[src/rtl/uart_pkg.sv]
// ---------------------------------------------------------------------------
// uart_pkg
// Shared UART definitions used by the receiver and the transmitter.
//   uart_state_e : receiver FSM state encoding
//   OVERSAMPLE   : oversample ticks per serial bit
//   DATA_W       : payload bits per frame
// ---------------------------------------------------------------------------
package uart_pkg;

    typedef enum logic [1:0] {
        ST_IDLE  = 2'd0,
        ST_START = 2'd1,
        ST_DATA  = 2'd2,
        ST_STOP  = 2'd3
    } uart_state_e;

    localparam int OVERSAMPLE = 16;
    localparam int DATA_W     = 8;

endpackage

[src/rtl/uart_baud_gen.sv]
// ---------------------------------------------------------------------------
// uart_baud_gen
// Oversample tick generator: a one-cycle pulse every DIV clocks while en is
// high. The counter is held at zero while en is low, so a new frame always
// starts with a full tick period.
//   clk_fpga : clock
//   rst_n    : asynchronous active-low reset
//   en       : run enable (receiver busy)
//   tick     : one-cycle oversample pulse
// ---------------------------------------------------------------------------
module uart_baud_gen #(
    parameter int DIV = 27
) (
    input  logic clk_fpga,
    input  logic rst_n,
    input  logic en,
    output logic tick
);

    localparam int                CNT_W  = (DIV > 1) ? $clog2(DIV) : 1;
    localparam logic [CNT_W-1:0]  CNT_TC = CNT_W'(DIV - 1);

    if (DIV < 2) begin : g_bad_div
        $error("uart_baud_gen: DIV must be at least 2, got %0d", DIV);
    end

    logic [CNT_W-1:0] cnt_q;
    logic             tc;

    assign tc = (cnt_q == CNT_TC);

    always_ff @(posedge clk_fpga or negedge rst_n) begin
        if (!rst_n) begin
            cnt_q <= '0;
        end else if (!en || tc) begin
            cnt_q <= '0;
        end else begin
            cnt_q <= cnt_q + 1'b1;
        end
    end

    assign tick = en && tc;

endmodule

[src/rtl/uart_rx.sv]
// ---------------------------------------------------------------------------
// uart_rx
// 8N1 UART receiver with 16x oversampling and mid-bit sampling.
//   clk_fpga  : clock
//   rst_n     : asynchronous active-low reset
//   rx        : serial input, asynchronous, idle high
//   data      : last correctly framed byte
//   valid     : one-cycle pulse when data is updated
//   frame_err : one-cycle pulse when the stop bit samples low
//   busy      : high whenever the FSM is not idle
//
// state    | meaning
// ---------+---------------------------------------------------------------
// ST_IDLE  | waiting for a 1->0 edge on the synchronized line
// ST_START | counting to the middle of the start bit, rejecting glitches
// ST_DATA  | sampling 8 data bits LSB first, one per 16 ticks
// ST_STOP  | sampling the stop bit, then reporting byte or framing error
// ---------------------------------------------------------------------------
module uart_rx
    import uart_pkg::*;
#(
    parameter int CLK_HZ = 50_000_000,
    parameter int BAUD   = 115200
) (
    input  logic              clk_fpga,
    input  logic              rst_n,
    input  logic              rx,
    output logic [DATA_W-1:0] data,
    output logic              valid,
    output logic              frame_err,
    output logic              busy
);

    localparam int DIV    = CLK_HZ / (BAUD * OVERSAMPLE);
    localparam int TICK_W = $clog2(OVERSAMPLE);
    localparam int BIT_W  = $clog2(DATA_W);

    localparam logic [TICK_W-1:0] TICK_MID  = TICK_W'(OVERSAMPLE / 2 - 1);
    localparam logic [TICK_W-1:0] TICK_LAST = TICK_W'(OVERSAMPLE - 1);
    localparam logic [BIT_W-1:0]  BIT_LAST  = BIT_W'(DATA_W - 1);

    logic rx_meta_q;
    logic rx_s_q;
    logic rx_prev_q;
    logic fall;
    logic tick;

    uart_state_e       state_q;
    logic [TICK_W-1:0] tick_cnt_q;
    logic [BIT_W-1:0]  bit_cnt_q;
    logic [DATA_W-1:0] shift_q;
    logic [DATA_W-1:0] data_q;
    logic              valid_q;
    logic              frame_err_q;

    // Synchronizer resets to the idle level so reset release never looks
    // like a start edge.
    always_ff @(posedge clk_fpga or negedge rst_n) begin
        if (!rst_n) begin
            rx_meta_q <= 1'b1;
            rx_s_q    <= 1'b1;
            rx_prev_q <= 1'b1;
        end else begin
            rx_meta_q <= rx;
            rx_s_q    <= rx_meta_q;
            rx_prev_q <= rx_s_q;
        end
    end

    // Edge rather than level: a line held low (e.g. after a framing error)
    // must return high before another frame can start.
    assign fall = rx_prev_q && !rx_s_q;

    uart_baud_gen #(
        .DIV (DIV)
    ) u_baud_gen (
        .clk_fpga (clk_fpga),
        .rst_n    (rst_n),
        .en       (busy),
        .tick     (tick)
    );

    always_ff @(posedge clk_fpga or negedge rst_n) begin
        if (!rst_n) begin
            state_q     <= ST_IDLE;
            tick_cnt_q  <= '0;
            bit_cnt_q   <= '0;
            shift_q     <= '0;
            data_q      <= '0;
            valid_q     <= 1'b0;
            frame_err_q <= 1'b0;
        end else begin
            valid_q     <= 1'b0;
            frame_err_q <= 1'b0;
            case (state_q)
                ST_IDLE: begin
                    tick_cnt_q <= '0;
                    bit_cnt_q  <= '0;
                    if (fall) begin
                        state_q <= ST_START;
                    end
                end
                ST_START: begin
                    if (tick) begin
                        if (tick_cnt_q == TICK_MID) begin
                            tick_cnt_q <= '0;
                            state_q    <= rx_s_q ? ST_IDLE : ST_DATA;
                        end else begin
                            tick_cnt_q <= tick_cnt_q + 1'b1;
                        end
                    end
                end
                ST_DATA: begin
                    if (tick) begin
                        if (tick_cnt_q == TICK_LAST) begin
                            tick_cnt_q <= '0;
                            shift_q    <= {rx_s_q, shift_q[DATA_W-1:1]};
                            if (bit_cnt_q == BIT_LAST) begin
                                bit_cnt_q <= '0;
                                state_q   <= ST_STOP;
                            end else begin
                                bit_cnt_q <= bit_cnt_q + 1'b1;
                            end
                        end else begin
                            tick_cnt_q <= tick_cnt_q + 1'b1;
                        end
                    end
                end
                ST_STOP: begin
                    if (tick) begin
                        if (tick_cnt_q == TICK_LAST) begin
                            tick_cnt_q <= '0;
                            state_q    <= ST_IDLE;
                            if (rx_s_q) begin
                                data_q  <= shift_q;
                                valid_q <= 1'b1;
                            end else begin
                                frame_err_q <= 1'b1;
                            end
                        end else begin
                            tick_cnt_q <= tick_cnt_q + 1'b1;
                        end
                    end
                end
                default: begin
                    state_q <= ST_IDLE;
                end
            endcase
        end
    end

    assign data      = data_q;
    assign valid     = valid_q;
    assign frame_err = frame_err_q;
    assign busy      = (state_q != ST_IDLE);

endmodule

[config.mk]
export PLATFORM = sky130hd
export DESIGN_NAME = uart_rx
export DESIGN_NICKNAME = d
export VERILOG_FILES = /design/src/rtl/uart_pkg.sv /design/src/rtl/uart_baud_gen.sv /design/src/rtl/uart_rx.sv
export SDC_FILE = /design/constraint.sdc
export NUM_CORES = 1
export LEC_CHECK = 0
export ABC_AREA = 0
export CAP_MARGIN = 20
export CORE_ASPECT_RATIO = 2
export CORE_MARGIN = 3
export CORE_UTILIZATION = 40
export CTS_BUF_LIST = sky130_fd_sc_hd__clkbuf_8 sky130_fd_sc_hd__clkbuf_16
export CTS_CLUSTER_DIAMETER = 150
export CTS_CLUSTER_SIZE = 10
export DETAILED_ROUTE_END_ITERATION = 10
export HOLD_SLACK_MARGIN = 0.06
export SLEW_MARGIN = 20
export SYNTH_ARGS = -nofsm -noshare
export SYNTH_HDL_FRONTEND = slang
export SYNTH_SLANG_ARGS = --single-unit
[constraint.sdc]
create_clock -name clk_fpga -period 2 [get_ports clk_fpga]
set_input_delay 0.4 -clock clk_fpga [delete_from_list [all_inputs] [get_ports clk_fpga]]
set_output_delay 0.4 -clock clk_fpga [all_outputs]
set_load 0.005 [all_outputs]
==> results_slide.txt <==
Key Metrics from the Run

Outcome
  – Status: completed

Final layout
  – ANT cells: 0
  – Final std cells w/o fill: 195
  – Combinational gate area: ~660 sq um
  – Nets: between 150 and 200
  – Layout cell share with drive strength beyond 1: 0.2329
  – Clock buf count: 5

CTS
  – CTS Buf Count: 5
  – CTS Sinks: 35
  – Latency at later pin: 0.28 ns

Logic synthesis
  – Main synth FF type: dfrtp_1
  – Yosys cell types: 36
  – Multiplexer share: 0.1139
  – Main logic family after synthesis: simple AND/OR/NAND/NOR gates
  – Yosys cell count: 128
  – Synthesized net count: ~140
  – Synth Cell Area: between 1500 and 2000 sq um
  – Post-Syn Instances: 128
  – Ys flops: 35

Setup path
  – CP max FO: 8
  – Worst path bufs/invs: 2
  – Critical path launch point type: register
  – Crit path required time: around 1.6 ns
  – Crit-path leading delay family: flip-flops
  – CP endpoint kind: primary output

Detailed routing
  – Final ANT Viol Nets: 0
  – First DRT Iteration DRCs: 20
  – Routed vias: between 1000 and 1500
  – Remaining DRCs: 0
  – Pre-antenna DRT Iters: 4
  – Routed wire length: ~2.9 mm

Final timing
  – Fmax: about 540 MHz
  – Hold Vio Cnt, Final: 0
  – Minimum clock period: 1.866 ns
  – Worst Skew: between 0.01 and 0.015 ns
  – Worst hold slack: 0.3567 ns
  – Final setup TNS: 0 ns

Power and ir drop
  – Leakage: just under 0.9 nW
  – Power share of the clock group: 0.325
  – Combinational power share: 0.122
  – Peak supply drop: roughly 520 uV

Global route
  – Initial antenna violation count: 0
  – Largest net degree at the start of global routing: 36

Place
  – Cells after DPL: approximately 190

Die
  – Core area: roughly 3700 sq um
  – Starting Density: 0.4247
  – Chip area: ~4800 sq um

Worst hold path
  – Hold Path Class: reg2reg
timing repair:
item,4_1_cts,5_1_grt
hold buffers,0,0
gates resized,1,1
setup endpoints to repair,1,6
pin swaps,0,1
cloned,0,0
worst paths after layout:
| kind | to | slack (ns) | depth (start not counted) |
|---|---|---|---|
| max | busy | 0.13 | 3 |
| min | rx_s_q | 0.36 | 0 |
| max reg2reg | data[5] | 0.14 | 4 |
| min reg2reg | rx_s_q | 0.36 | 0 |
| max in group asynchronous | rx_meta_q | 1.12 | 2 |
| min in group asynchronous | tick_cnt_q[2] | 0.52 | 2 |
layer usage:
layer / vias to the layer above / part of all wire / track usage
met1: 518 / 0.38 / 0.1573
met2: 18 / 0.56 / 0.2500
li1: 493 / - / -
met4: 0 / 0.029 / 0.08090
met5: - / 0 / 0
met3: 7 / 0.031 / 0.03476
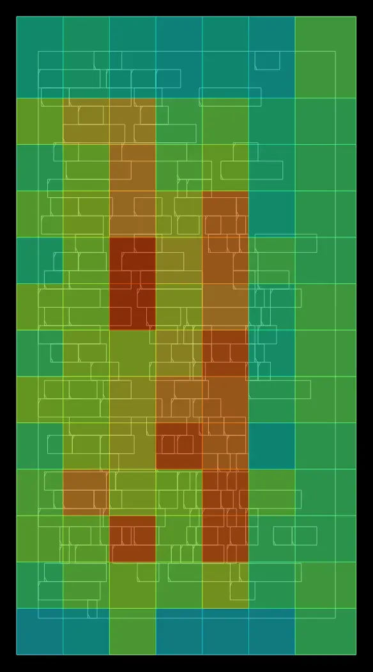
Figure 1: routing congestion map.
routed len/inst: 15.10 microns
Most Used Layer, Global Route: met2
Core Util, Final: 0.5000

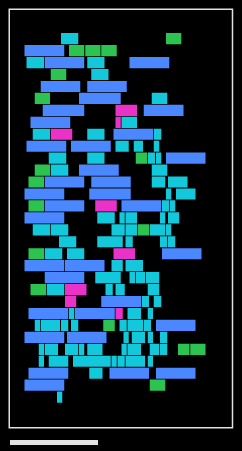
Figure 2: placement by cell class.
Bar = 20 microns.
remaining buffers and delay cells -> green  # cells 17
clock drivers and dummy loads -> magenta  # cells 8
remaining logic cells -> cyan  # cells 86
registers -> blue  # cells 35

Power and IR drop assume default switching activity.
